**src/rtl/ff_sub.sv**
```systemverilog
// Limb-serial modular subtractor over GF(2^255-19): out = (a_i - b_i) mod p.
// Optional macro FF_SUB_BUSY_EN adds a busy output for upstream throttling.
module ff_sub #(
  parameter int LIMB_W = 64
) (
  input  logic         clk,
  input  logic         rst,
  input  logic         start,
  input  logic [254:0] a_i,
  input  logic [254:0] b_i,
  output logic [254:0] out,
  output logic         done
`ifdef FF_SUB_BUSY_EN
  ,
  output logic         busy
`endif
);

  localparam int NLIMBS = 256 / LIMB_W;
  localparam int LW_LOG = $clog2(LIMB_W);
  localparam int CW     = $clog2(NLIMBS + 1);
  localparam logic [CW-1:0] LAST_LIMB = CW'(NLIMBS - 1);
  localparam logic [CW-1:0] ONE_CNT   = CW'(1);
  localparam logic [255:0]  P =
    256'h7fff_ffff_ffff_ffff_ffff_ffff_ffff_ffff_ffff_ffff_ffff_ffff_ffff_ffff_ffff_ffed;
  localparam logic [255:0]  LIMB_MASK = {{(256-LIMB_W){1'b0}}, {LIMB_W{1'b1}}};

  typedef enum logic [1:0] {
    IDLE = 2'd0,
    SUB  = 2'd1,
    FIX  = 2'd2,
    DONE = 2'd3
  } state_t;

  state_t          state;
  logic [255:0]    a_op;
  logic [255:0]    b_op;
  logic [255:0]    d_acc;
  logic [255:0]    e_acc;
  logic            borrow;
  logic            carry;
  logic [CW-1:0]   cnt;

  logic [CW-1:0]   add_idx;
  logic [8:0]      sub_sh;
  logic [8:0]      add_sh;
  logic [LIMB_W-1:0] a_limb;
  logic [LIMB_W-1:0] b_limb;
  logic [LIMB_W-1:0] d_limb;
  logic [LIMB_W-1:0] p_limb;
  logic [LIMB_W:0]   diff;
  logic [LIMB_W:0]   sum;
  logic [255:0]    d_next;
  logic [255:0]    e_next;

  // Limb extraction, one-limb subtract/add and merge back into the accumulators.
  // The adder trails the subtractor by one limb (cnt-1), which is NLIMBS-1 in FIX.
  always_comb begin
    add_idx = cnt - ONE_CNT;
    sub_sh  = 9'(cnt) << LW_LOG;
    add_sh  = 9'(add_idx) << LW_LOG;
    a_limb  = LIMB_W'(a_op >> sub_sh);
    b_limb  = LIMB_W'(b_op >> sub_sh);
    d_limb  = LIMB_W'(d_acc >> add_sh);
    p_limb  = LIMB_W'(P >> add_sh);
    diff    = {1'b0, a_limb} - {1'b0, b_limb} - {{LIMB_W{1'b0}}, borrow};
    sum     = {1'b0, d_limb} + {1'b0, p_limb} + {{LIMB_W{1'b0}}, carry};
    d_next  = (d_acc & ~(LIMB_MASK << sub_sh))
            | ({{(256-LIMB_W){1'b0}}, diff[LIMB_W-1:0]} << sub_sh);
    e_next  = (e_acc & ~(LIMB_MASK << add_sh))
            | ({{(256-LIMB_W){1'b0}}, sum[LIMB_W-1:0]} << add_sh);
  end

  // Control FSM with operand capture, limb accumulators and registered outputs.
  always_ff @(posedge clk or posedge rst) begin
    if (rst) begin
      state  <= IDLE;
      a_op   <= 256'd0;
      b_op   <= 256'd0;
      d_acc  <= 256'd0;
      e_acc  <= 256'd0;
      borrow <= 1'b0;
      carry  <= 1'b0;
      cnt    <= {CW{1'b0}};
      out    <= 255'd0;
      done   <= 1'b0;
    end else begin
      case (state)
        IDLE: begin
          done <= 1'b0;
          if (start) begin
            a_op   <= {1'b0, a_i};
            b_op   <= {1'b0, b_i};
            borrow <= 1'b0;
            carry  <= 1'b0;
            cnt    <= {CW{1'b0}};
            state  <= SUB;
          end else begin
            state  <= IDLE;
          end
        end
        SUB: begin
          d_acc  <= d_next;
          borrow <= diff[LIMB_W];
          if (cnt != {CW{1'b0}}) begin
            e_acc <= e_next;
            carry <= sum[LIMB_W];
          end else begin
            carry <= 1'b0;
          end
          cnt <= cnt + ONE_CNT;
          if (cnt == LAST_LIMB) begin
            state <= FIX;
          end else begin
            state <= SUB;
          end
        end
        FIX: begin
          // Carry out of the top limb is dropped: e is taken modulo 2^256.
          e_acc <= e_next;
          carry <= 1'b0;
          state <= DONE;
        end
        DONE: begin
          // borrow still holds the final a-b borrow; the subtractor no longer runs.
          out   <= borrow ? e_acc[254:0] : d_acc[254:0];
          done  <= 1'b1;
          state <= IDLE;
        end
        default: begin
          state <= IDLE;
          done  <= 1'b0;
        end
      endcase
    end
  end

`ifdef FF_SUB_BUSY_EN
  // Busy covers accept edge through the done cycle; in IDLE it follows start.
  always_ff @(posedge clk or posedge rst) begin
    if (rst) begin
      busy <= 1'b0;
    end else if (state == IDLE) begin
      busy <= start;
    end else begin
      busy <= 1'b1;
    end
  end
`endif

endmodule
```
**config.mk**
```make
export PLATFORM = sky130hd
export DESIGN_NAME = ff_sub
export DESIGN_NICKNAME = d
export VERILOG_FILES = /design/src/rtl/ff_sub.sv
export SDC_FILE = /design/constraint.sdc
export NUM_CORES = 2
export LEC_CHECK = 0
export CAP_MARGIN = 20
export CORE_MARGIN = 2
export CORE_UTILIZATION = 40
export CTS_CLUSTER_SIZE = 10
export DETAILED_ROUTE_END_ITERATION = 10
export GPL_TIMING_DRIVEN = 0
export PLACE_DENSITY_LB_ADDON = 0.15
export SYNTH_ARGS = -nofsm -noshare
export SYNTH_HDL_FRONTEND = slang
export SYNTH_SLANG_ARGS = --single-unit
```
**constraint.sdc**
```tcl
create_clock -name clk -period 100.1 [get_ports clk]
set_input_delay 15.015 -clock clk [delete_from_list [all_inputs] [get_ports clk]]
set_output_delay 15.015 -clock clk [all_outputs]
set_load 0.005 [all_outputs]
```
Fig. 1: metal 1
The bar under the picture is 100 um long. Supply wires on this layer in gray.
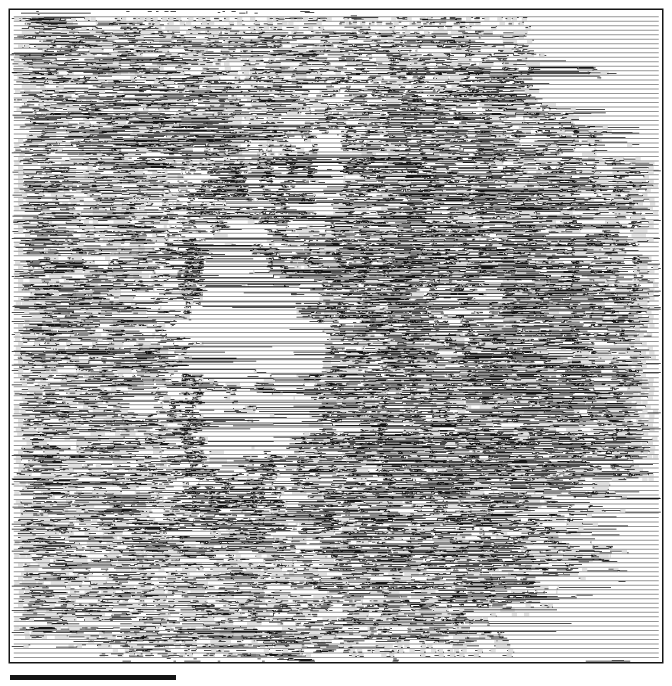
longest straight run: 120 um
main direction: horizontal
wire length on this layer: 94.3 mm
Via Count: 46013
met1 usage: 38.9%
Routed WL: 235000 um

Fig. 2: track usage over the die
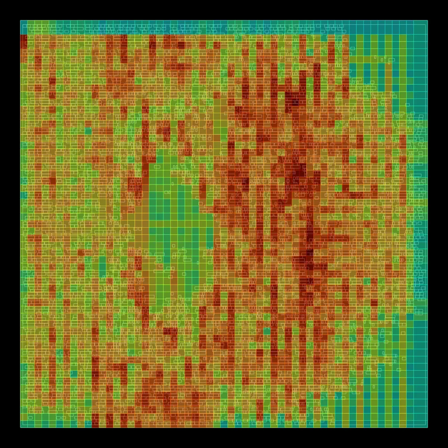
Final Util: 50.5%
gr busiest metal: met2

==> flow_summary.json <==
{
  "wl_met1_um": 94300,
  "use_met3_pct": 8.86,
  "cts_tree": "built",
  "fp_nets": 5626,
  "nClkBuffers": 190,
  "nonClkBufAreaFrac_pct": 12.6,
  "hp-class": "flip-flop to flip-flop",
  "area_leaders": "dfrtp_1, mux2_2, mux4_2, a22o_1, mux2i_1",
  "synth_async_sr_flop_share_pct": 100,
  "gr-usage-met2_pct": 48.5,
  "crit_family": "buffers and inverters",
  "cp_max_fo": 10,
  "slew_violations": 0,
  "rr_startpoint": "cnt[0]",
  "largest_cell_class": "sequential cells",
  "n_tap_cell": 2016,
  "yosysCellCount": 4969,
  "yosysTopAreaCellShare_pct": 53.1,
  "insertion_delay_ns": 0.83,
  "status": "completed",
  "regMostFlops": "d_acc",
  "critPathMaxStageDelay_ns": 0.88,
  "crit_slowest_cell": "clkbuf_1",
  "worstRegToRegCells": 28,
  "place.gp.congestion": 0.926,
  "yosysUniqueCellTypes": 88,
  "clk_share_pct": 5.88,
  "io_pins": 769,
  "reg2reg_slack_ns": 88.54,
  "period_minus_slack_ns": 17.45,
  "clockBufferDepth": 3,
  "design_area_um2": 75900,
  "antenna_cells": 24,
  "drive_above_1_share_pct": 16.2
}
Fig. 3: sequential cells grouped by signal name
The bar under the picture is 100 um long. Other sequential cells in the stronger gray, the rest of the logic in the fainter gray.
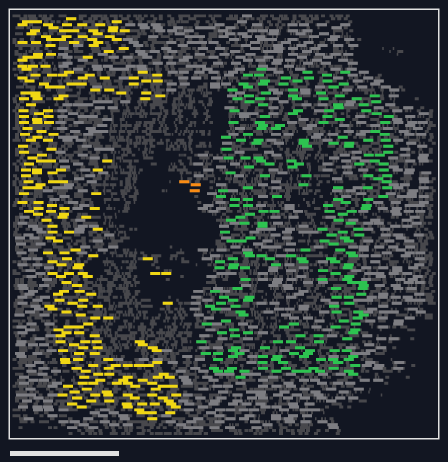
legend:
  d_acc:
    color: green
    sequential_cells: 256
  b_op:
    color: yellow
    sequential_cells: 255
  cnt:
    color: orange
    sequential_cells: 3
not colored: 770
register area: 32100 um2
flop share of the area: 42.4%

Fig. 4: signal wires by layer
Only two layers are drawn.
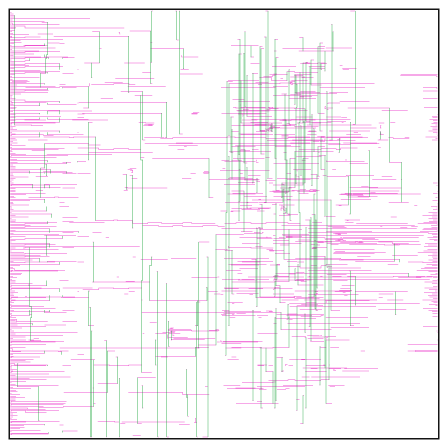
legend:
  met3:
    color: magenta
    wire_length: 20.1 mm
  met4:
    color: green
    wire_length: 9430 um
Wirelength per Cell: 29.3 um
gr usage total: 30.4%

